### Register map, names as in the netlist, run 1

Bar = 20 um.
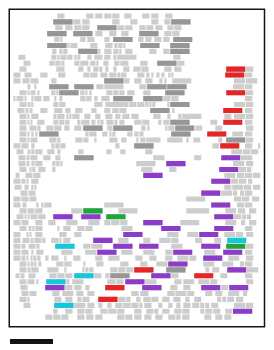
### Clock network drawn from the DEF, run 1

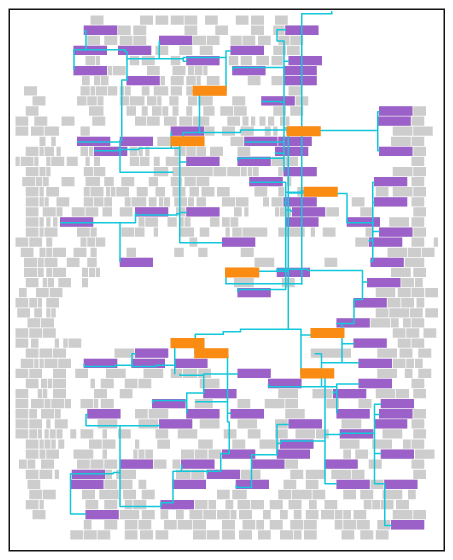
### Cell classes on the final placement, run 1

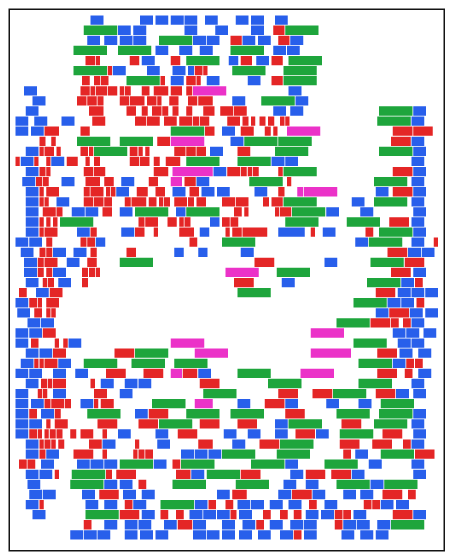
`src/rtl/mem_access_stage.sv`:
```
// RV32I memory-access stage with M/W pipeline register and req/gnt/rvalid data-memory port.
// Optional feature: define MISALIGN_TRAP_EN to flag and suppress misaligned accesses.
module mem_access_stage #(
  parameter int P_WIDTH = 32
) (
  input  logic               i_clk,
  input  logic               i_rst,
  input  logic [P_WIDTH-1:0] i_alu_result_m,
  input  logic [P_WIDTH-1:0] i_write_data_m,
  input  logic [10:0]        i_pc_plus_4_m,
  input  logic [1:0]         i_sel_m,
  input  logic [2:0]         i_f3_m,
  input  logic [4:0]         i_rd_m,
  input  logic               i_reg_write_m,
  input  logic               i_mem_read_m,
  input  logic               i_mem_write_m,
  output logic               o_stall_m,
  output logic               o_misaligned_m,
  output logic               o_dmem_req,
  output logic               o_dmem_we,
  output logic [P_WIDTH-1:0] o_dmem_addr,
  output logic [3:0]         o_dmem_be,
  output logic [P_WIDTH-1:0] o_dmem_wdata,
  input  logic               i_dmem_gnt,
  input  logic               i_dmem_rvalid,
  input  logic [P_WIDTH-1:0] i_dmem_rdata,
  output logic [P_WIDTH-1:0] o_alu_result_w,
  output logic [P_WIDTH-1:0] o_mem_data_w,
  output logic [10:0]        o_pc_plus_4_w,
  output logic [1:0]         o_sel_w,
  output logic [2:0]         o_f3_w,
  output logic [4:0]         o_rd_w,
  output logic               o_reg_write_w
);

  typedef enum logic {
    ST_IDLE,
    ST_WAIT_RSP
  } state_t;

  state_t state_q, state_d;

  logic [P_WIDTH-1:0] alu_result_q, alu_result_d;
  logic [P_WIDTH-1:0] mem_data_q, mem_data_d;
  logic [10:0]        pc_plus_4_q, pc_plus_4_d;
  logic [1:0]         sel_q, sel_d;
  logic [2:0]         f3_q, f3_d;
  logic [4:0]         rd_q, rd_d;
  logic               reg_write_q, reg_write_d;

  logic [1:0]         off;
  logic [1:0]         off_eff;
  logic [3:0]         be;
  logic [P_WIDTH-1:0] wdata;
  logic [P_WIDTH-1:0] rdata_aligned;
  logic               memop;
  logic               trap;
  logic               active;
  logic               req;
  logic               stall;

  assign off   = i_alu_result_m[1:0];
  assign memop = i_mem_read_m | i_mem_write_m;

  // Size decode: off_eff drops the low offset bits a half/word access cannot use.
  always_comb begin
    off_eff = 2'b00;
    be      = 4'b1111;
    wdata   = i_write_data_m;
    case (i_f3_m[1:0])
      2'b00: begin
        off_eff = off;
        be      = 4'b0001 << off;
        wdata   = P_WIDTH'({4{i_write_data_m[7:0]}});
      end
      2'b01: begin
        off_eff = {off[1], 1'b0};
        be      = 4'b0011 << {off[1], 1'b0};
        wdata   = P_WIDTH'({2{i_write_data_m[15:0]}});
      end
      default: begin
        off_eff = 2'b00;
        be      = 4'b1111;
        wdata   = i_write_data_m;
      end
    endcase
  end

  assign rdata_aligned = i_dmem_rdata >> {off_eff, 3'b000};

`ifdef MISALIGN_TRAP_EN
  logic misaligned;
  assign misaligned     = ((i_f3_m[1:0] == 2'b01) & off[0]) |
                          (i_f3_m[1]              & (off != 2'b00));
  assign trap           = memop & misaligned;
  assign o_misaligned_m = trap;
`else
  assign trap           = 1'b0;
  assign o_misaligned_m = 1'b0;
`endif

  assign active = memop & ~trap;

  always_comb begin
    state_d = state_q;
    req     = 1'b0;
    stall   = 1'b0;
    case (state_q)
      ST_IDLE: begin
        req   = active;
        stall = active & ~(i_mem_write_m & i_dmem_gnt);
        if (active && !i_mem_write_m && i_dmem_gnt) state_d = ST_WAIT_RSP;
      end
      ST_WAIT_RSP: begin
        stall = ~i_dmem_rvalid;
        if (i_dmem_rvalid) state_d = ST_IDLE;
      end
      default: state_d = ST_IDLE;
    endcase
  end

  assign o_stall_m    = stall;
  assign o_dmem_req   = req;
  assign o_dmem_we    = req & i_mem_write_m;
  assign o_dmem_addr  = req ? {i_alu_result_m[P_WIDTH-1:2], 2'b00} : '0;
  assign o_dmem_be    = req ? be : '0;
  assign o_dmem_wdata = (req & i_mem_write_m) ? wdata : '0;

  // Stalled or trapped cycles hold W and drop reg_write to form a bubble.
  always_comb begin
    alu_result_d = alu_result_q;
    mem_data_d   = mem_data_q;
    pc_plus_4_d  = pc_plus_4_q;
    sel_d        = sel_q;
    f3_d         = f3_q;
    rd_d         = rd_q;
    reg_write_d  = 1'b0;
    if (!stall && !trap) begin
      alu_result_d = i_alu_result_m;
      pc_plus_4_d  = i_pc_plus_4_m;
      sel_d        = i_sel_m;
      f3_d         = i_f3_m;
      rd_d         = i_rd_m;
      reg_write_d  = i_reg_write_m;
      if (state_q == ST_WAIT_RSP) mem_data_d = rdata_aligned;
    end
  end

  always_ff @(posedge i_clk or posedge i_rst) begin
    if (i_rst) begin
      state_q      <= ST_IDLE;
      alu_result_q <= '0;
      mem_data_q   <= '0;
      pc_plus_4_q  <= '0;
      sel_q        <= '0;
      f3_q         <= '0;
      rd_q         <= '0;
      reg_write_q  <= 1'b0;
    end else begin
      state_q      <= state_d;
      alu_result_q <= alu_result_d;
      mem_data_q   <= mem_data_d;
      pc_plus_4_q  <= pc_plus_4_d;
      sel_q        <= sel_d;
      f3_q         <= f3_d;
      rd_q         <= rd_d;
      reg_write_q  <= reg_write_d;
    end
  end

  assign o_alu_result_w = alu_result_q;
  assign o_mem_data_w   = mem_data_q;
  assign o_pc_plus_4_w  = pc_plus_4_q;
  assign o_sel_w        = sel_q;
  assign o_f3_w         = f3_q;
  assign o_rd_w         = rd_q;
  assign o_reg_write_w  = reg_write_q;

endmodule

```
`config.mk`:
```
export PLATFORM = sky130hd
export DESIGN_NAME = mem_access_stage
export DESIGN_NICKNAME = d
export VERILOG_FILES = /design/src/rtl/mem_access_stage.sv
export SDC_FILE = /design/constraint.sdc
export NUM_CORES = 1
export LEC_CHECK = 0
export CORE_ASPECT_RATIO = 1.25
export CORE_UTILIZATION = 30
export CTS_CLUSTER_DIAMETER = 100
export CTS_CLUSTER_SIZE = 24
export DETAILED_ROUTE_END_ITERATION = 12
export MAX_ROUTING_LAYER = met4
export PLACE_DENSITY = 0.66
export SETUP_SLACK_MARGIN = 0.15
export SLEW_MARGIN = 10
export SYNTH_ARGS = -nofsm -noshare
export SYNTH_HDL_FRONTEND = slang
export SYNTH_SLANG_ARGS = --single-unit
```
`constraint.sdc`:
```
create_clock -name i_clk -period 4.1 [get_ports i_clk]
set_input_delay 0.41 -clock i_clk [delete_from_list [all_inputs] [get_ports i_clk]]
set_output_delay 0.41 -clock i_clk [all_outputs]
set_load 0.005 [all_outputs]
```
==> run notes, run 1 <==
Notes from the flow run.

Outcome:
- The run finished with clean final reports.

Yosys:
- The run puts the post-synth area from yosys stat at 4945 um^2.
- Per the synthesis report, the number of distinct cell types is 38.
- The run gives the share of the synthesized area in the top cell type as 44.03%.
- The run gives the sequential share of the synthesized area as 44.03%.
- The run puts the number of warnings reported in the yosys synthesis log at 0.
- Among the non-sequential cells, multiplexers take the most area.
- The run gives the predominant post-synthesis flop cell as sky130_fd_sc_hd__dfrtp_1.
- The run puts the total standard cell area after synthesis at 4945 um^2.
- The synthesized netlist was found by Yosys to have 450 cells.
- The run gives the number of synthesized register bits as 87.
- The run puts the xor/xnor share of the synthesized area at 0%.
- Per the synthesis report, the dominant area consumer among library cells is sky130_fd_sc_hd__dfrtp_1.
- Sorting the synthesized cells by area gives the leading types as sky130_fd_sc_hd__dfrtp_1, sky130_fd_sc_hd__mux2_4, sky130_fd_sc_hd__and2_1, sky130_fd_sc_hd__mux2i_1, sky130_fd_sc_hd__nor2_1.
- The run puts the fraction of registers with async set/reset at 100.0%.
- The run gives the count of library flops with an enable pin as 0.

Drt:
- The run gives the DRC marker count from the first detailed-route iteration as 279.
- The first TritonRoute pass finished after 4 iterations.
- The run gives the met3 routed wirelength as 1.219 mm.
- The run gives the uppermost layer routed as met4.
- The run gives the detailed route wirelength on metal2 as 8.631 mm.
- The run puts the per-cell routed wire length at 18.08 um.
- The run puts the number of vias in the routed layout at 4582.

Placement:
- The run gives the weighted congestion at the end of routability-driven global placement as 0.8489.
- The run gives the detailed placer's ending HPWL as 12.55 mm.
- The run gives the number of I/O port buffers as 278.

STA:
- The run puts the least setup slack across all paths after layout at 1.096 ns.
- Setup repair after global routing left no endpoint under its margin.
- The run puts the hold violation total from the final report at 0.
- The run gives the worst relative slew slack as 39.09%.
- After layout, the worst path uses 73.26% of the clock period.
- The run gives the total count of max-transition violations in the final report as 0.
- The run gives the post-route clock skew as 0.006000 ns.
- After layout, the minimum clock period comes to 3.004 ns.

Final layout:
- The run puts the fraction of area in registers at 26.78%.
- Sequential cells placed in the final layout were counted as 87.
- The run puts the count of clock-net buffers in the final layout at 10.
- The run puts the fraction of layout instances using a drive strength above 1 at 11.78%.
- Measured on the final layout, buffering overhead outside the clock network stands at 35.06%.
- The run puts the filler cell count at 1530.
- The run puts the final antenna diode count at 1.
- The final report lists a non-filler cell total of 930.
- For this run, combinational gates with multiple inputs come to 320.
- The run gives the number of non-clock inverters as 5.

GRT:
- The initial antenna violation count came to 1.
- The run gives the routing usage on met1 as 23.14%.
- The run gives the number of global-route vias before repair as 4627.
- After global routing the overflow that remains totals 0.
- The run gives the aggregate global-route resource usage as 20.12%.
- Entering global routing, the biggest net connects 55 pins.
- The run gives the met2 global-route usage as 34.14%.

Power and ir drop:
- The run gives the power consumed by sequential cells as 0.00113 W.
- The clock network consumes a total of 0.000894 W.
- The run puts the power share of the sequential group at 35.9%.
- For this design the static power due to leakage is 3.381 nW.
- The largest share of the power goes to registers.
- The run gives the power after layout as 0.003158 W.
- The run puts the power density over cell area at 388.5 nW/um^2.

Die:
- The run gives the number of tapcells as 216.
- Once the floorplan was initialized, standard cells occupied 30.65% of the core.
- The run puts the die outline area at 17000 um^2.
- The run gives the vertical extent of the die as 145.5 um.
- According to the floorplan report, the placeable core area is 16140 um^2.
- The floorplan report gives the top-level pin count as 282.
- The floorplan has 52 rows.

Run:
- The number of maximum-capacitance violations recorded for the run is 0.

Critical path:
- The longest incremental delay of any stage on the critical path is reported as 0.83 ns.
- The run puts the path length in cells of the critical path at 7.
- The cell sequence reported for the critical path is clkdlybuf4s50_1 -> buf_4 -> mux2i_1 -> nor2_1 -> a21oi_1 -> nor2_1 -> clkdlybuf4s50_1.
- The run gives the launch point of the worst path as i_f3_m[0].
- The run gives the cell family with the largest share of critical-path delay as buffers and inverters.
- The run gives the standard cell with the maximum stage delay on the critical path as sky130_fd_sc_hd__clkdlybuf4s50_1.

Clock tree:
- The run gives the number of hold buffers added after CTS as 0.
- Clock tree synthesis selected as its root buffer the cell sky130_fd_sc_hd__clkbuf_16.
- The number of clock buffers added by TritonCTS is 9.
- The run gives the deepest level of the CTS H-tree as 3.
Back to the opening pictures, 'Register map, names as in the netlist':
colour	netlist name	placed flops
cyan	`o_rd_w`	5
purple	`o_alu_result_w`	32
green	`o_f3_w`	3
red	`o_pc_plus_4_w`	11
not coloured	36

Back to the opening pictures, 'Clock network drawn from the DEF':
[cyan] clock wires | length: 1260 um
[orange] clock drivers | count: 9
[purple] flip-flops | count: 87
flops lie	spread over the die
routed clock nets	10

Back to the opening pictures, 'Cell classes on the final placement':
colour	class	cells	share of their area
red	combinational and other logic	325	32%
magenta	clock drivers and dummy loads	15	4.1%
green	sequential cells	87	28%
blue	remaining buffers and delay cells	286	36%

-- run 1: registers in the layout, summed over array words and instances (netlist names) --
register / count
o_alu_result_w: 32
o_mem_data_w: 32
o_pc_plus_4_w: 11
o_rd_w: 5
o_f3_w: 3
o_sel_w: 2
o_reg_write_w: 1
state_q: 1
-- run 1: layout by cell type, fill, tap and decap left out, types with 2 or more instances in the layout --
cell type,instances
sky130_fd_sc_hd__nand2b_1,2
sky130_fd_sc_hd__mux2i_1,24
sky130_fd_sc_hd__nand2_1,27
sky130_fd_sc_hd__clkinv_2,3
sky130_fd_sc_hd__a21oi_1,26
sky130_fd_sc_hd__a22o_1,8
sky130_fd_sc_hd__bufinv_16,2
sky130_fd_sc_hd__nor3_1,2
sky130_fd_sc_hd__a31oi_1,8
sky130_fd_sc_hd__nor2_1,35
sky130_fd_sc_hd__clkinv_4,2
sky130_fd_sc_hd__o21ai_0,9
sky130_fd_sc_hd__a22oi_1,8
sky130_fd_sc_hd__buf_4,7
sky130_fd_sc_hd__nand3_1,8
sky130_fd_sc_hd__clkbuf_16,9
sky130_fd_sc_hd__o21a_1,8
sky130_fd_sc_hd__mux2_4,48
sky130_fd_sc_hd__o211ai_1,8
sky130_fd_sc_hd__a32oi_1,8
sky130_fd_sc_hd__mux2_1,6
sky130_fd_sc_hd__o21ai_1,9
sky130_fd_sc_hd__mux2_2,7
sky130_fd_sc_hd__clkdlybuf4s50_1,277
sky130_fd_sc_hd__nor4bb_1,8
sky130_fd_sc_hd__dfrtp_1,87
sky130_fd_sc_hd__a21o_1,8
sky130_fd_sc_hd__conb_1,3
sky130_fd_sc_hd__or2b_1,2
sky130_fd_sc_hd__inv_1,3
sky130_fd_sc_hd__and2_1,41
### Clock routing, run 1

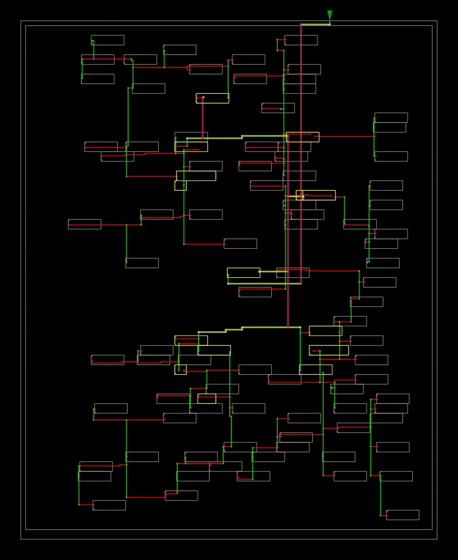

==> inputs of run 2 (changes only) <==
--- a/config.mk
+++ b/config.mk
@@ -11,7 +11,7 @@
 export CTS_CLUSTER_SIZE = 24
 export DETAILED_ROUTE_END_ITERATION = 12
 export MAX_ROUTING_LAYER = met4
-export PLACE_DENSITY = 0.66
+export PLACE_DENSITY = 0.68
 export SETUP_SLACK_MARGIN = 0.15
 export SLEW_MARGIN = 10
 export SYNTH_ARGS = -nofsm -noshare
==> constraint.sdc (replaced) <==
create_clock -name i_clk -period 2.5 [get_ports i_clk]
set_input_delay 0.25 -clock i_clk [delete_from_list [all_inputs] [get_ports i_clk]]
set_output_delay 0.25 -clock i_clk [all_outputs]
set_load 0.005 [all_outputs]
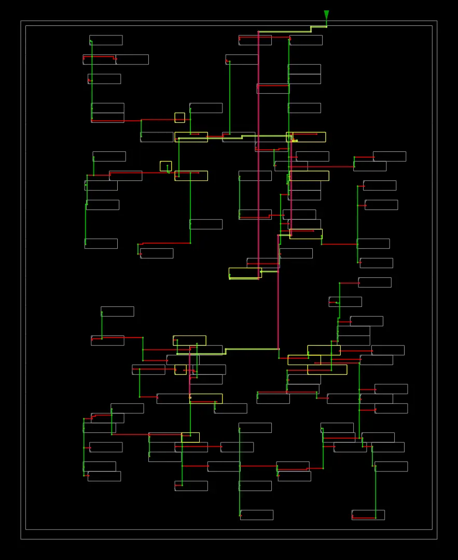
*Clock routing, run 2*
Clk Latency, worst-skew pair: 0.34 ns
final worst clock skew: 0.009387 ns
clk sink count: 87
clock buffers: 10
registers: 87

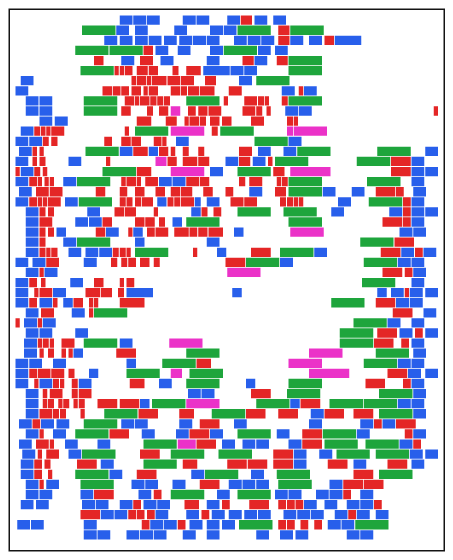
*Cell classes on the final placement, run 2*
colour	class	cells	share of their area
red	combinational and other logic	325	31%
blue	remaining buffers and delay cells	299	37%
green	sequential cells	87	27%
magenta	clock drivers and dummy loads	16	4.1%

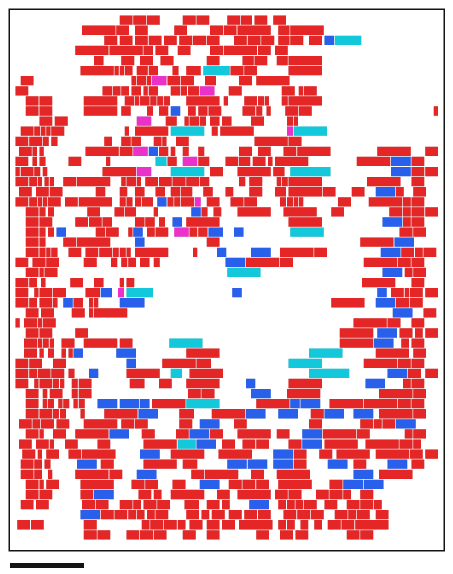
*Sizing map, run 2*
Bar = 20 um.
colour	size	cells	share
blue	_3 and _4 cells	71	9.8%
red	_0 and _1 cells	629	87%
magenta	_2 cells	10	1.4%
cyan	_6 and larger	17	2.3%

==> run notes, run 2 <==
Notes from the flow run.

Clock tree:
- The run gives the number of hold buffers added after CTS as 0 (unchanged).
- The run gives the number of buffers created by CTS as 9 (unchanged).
- The run gives the master cell of the clock root buffer as sky130_fd_sc_hd__clkbuf_16.
- The run puts the deepest level of the CTS H-tree at 3 (unchanged).

Yosys:
- The share of the synthesized area in the top cell type was 44.03% (unchanged).
- The run gives the number of library cell types mapped by synthesis as 38 (unchanged).
- The run gives the fraction of registers with async set/reset as 100.0% (unchanged).
- The post-synth area from yosys stat was 4945 um^2 (unchanged).
- The largest total area in the synthesized netlist belongs to sky130_fd_sc_hd__dfrtp_1.
- The number of warnings reported in the yosys synthesis log was 0 (unchanged).
- The xor/xnor share of the synthesized area came to 0% (unchanged).
- The run gives the number of cell instances after yosys synthesis as 450 (unchanged).
- The run puts the total standard cell area after synthesis at 4945 um^2 (unchanged).
- The count of library flops with an enable pin is 0 (unchanged).
- The run gives the main logic family after synthesis as multiplexers.
- The number of synthesized register bits was 87 (unchanged).
- The run gives the sequential share of the synthesized area as 44.03% (unchanged).

Die:
- The run gives the vertical extent of the die as 145.5 um (unchanged).
- The run puts the site row count at 52 (unchanged).
- The starting density of the core came to 30.65% (unchanged).
- The run puts the die outline area at 17000 um^2 (unchanged).
- The run puts the count of pins on the block boundary at 282 (unchanged).
- The run puts the area of the core at 16140 um^2 (unchanged).

STA:
- The run gives the hold violation total from the final report as 0 (unchanged).
- The least setup slack across all paths after layout came to 0.2659 ns (-0.8304 ns).
- The run gives the worst relative slew slack as 60.32% (+21 points).
- Setup repair after global routing left no endpoint under its margin.
- The run puts the fraction of the cycle the final worst path needs at 89.36%.
- The run puts the total count of max-transition violations in the final report at 0 (unchanged).

GRT:
- The pin count of the biggest net entering global routing is 88 (+60%).
- The total overflow reported by the global router came to 0 (unchanged).
- The run puts the number of global-route vias before repair at 4832 (+4.4%).
- The initial antenna violation count came to 0 (-1).

Final layout:
- Leaving out fill and tap cells, the most frequent cells in the layout are sky130_fd_sc_hd__clkdlybuf4s50_1, sky130_fd_sc_hd__dfrtp_1, sky130_fd_sc_hd__mux2_4.
- The run puts the fraction of layout instances using a drive strength above 1 at 13.48% (+1.7 points).
- The run gives the highest-count logic cell in the final layout as sky130_fd_sc_hd__clkdlybuf4s50_1.
- The run puts the filler cell count at 1437 (-6.1%).
- The run gives the final antenna diode count as 0 (-1).

Critical path:
- The run gives the largest incremental delay on the critical path as 0.54 ns (-0.29 ns).
- The run gives the standard cell with the maximum stage delay on the critical path as sky130_fd_sc_hd__clkdlybuf4s50_1.
- The cell family contributing the most delay on the critical path is buffers and inverters.

Placement:
- The run puts the weighted congestion at the end of routability-driven global placement at 0.8956 (+5.5%).
- The run gives the number of I/O port buffers as 278 (unchanged).

Run:
- The number of max-cap violations came to 0 (unchanged).

Power and ir drop:
- The run gives the power share of the sequential group as 35.8% (about the same).
- The run gives the power density over cell area as 632.8 nW/um^2 (+63%).
- The run gives the power after layout as 0.005227 W (+66%).

Drt:
- The run puts the DRC marker count from the first detailed-route iteration at 398 (+43%).
- The number of vias in the routed layout came to 4542 (-0.87%).
- The run puts the per-cell routed wire length at 17.65 um (-2.4%).

Outcome:
- The run finished with clean final reports.
==> run 2: cell counts after synthesis <==
No cell type changed its count.
==> run 2: per-stage QoR <==
stage / util (%) / instance area [um^2] / instances
2_1_floorplan: - / 4956 / 452
3_3_place_gp: 49.15 / 7931 / 927
3_5_place_dp: 49.15 / 7931 / 927
4_1_cts: 51.19 / 8260 / 943
5_1_grt: 51.19 / 8260 / 943
6_report: 51.19 / 8260 / 943
==> run 2: cells by family after synthesis <==
logic type | after synthesis
AND/OR/NAND/NOR | 130
flip-flops | 87
multiplexers | 85
other | 1
buffers and inverters | 45
AND-OR/OR-AND | 102
==> run 2: cell type report <==
type	instances	area [um^2]	area share (%)
multi-input combinational	320	2487	30.11
tap	216	270.3	3.272
timing repair buffer	299	2973	35.99
inverter	5	23.77	0.2878
clock inverter	6	90.09	1.091
sequential	87	2177	26.36
clock buffer	10	239.0	2.893
==> run 2: worst paths after layout <==
check,start,end,depth (start not counted)
max in group asynchronous,i_rst,o_f3_w[1],3
min,i_rst,o_mem_data_w[26],3
min reg2reg,o_f3_w[1],o_f3_w[1],1
min in group i_clk,i_reg_write_m,o_reg_write_w,2
max reg2reg,state_q,o_pc_plus_4_w[1],5
max,i_f3_m[0],o_dmem_wdata[13],7
==> run 2: layer usage <==
metal  share of wire, %  vias to the layer above  global-route usage, %
li1                   -                     2134                      -
met1                 39                     2157                  23.07
met2                 52                      214                  35.71
met3                5.6                       37                  3.540
met4                3.3                        0                  8.671
met5                  0                        -                      -
==> run 2: power groups by stage <==
stage	Clock, W	Sequential, W	Combinational [W]
3_5_place_dp	0	0.00189	0.00188
6_report	0.00148	0.00187	0.00188
3_3_place_gp	0	0.00188	0.00186
5_1_grt	0.00159	0.00190	0.00201
2_1_floorplan	0	0.00190	0.000725
4_1_cts	0.00152	0.00187	0.00190
Power and IR drop assume default switching activity.
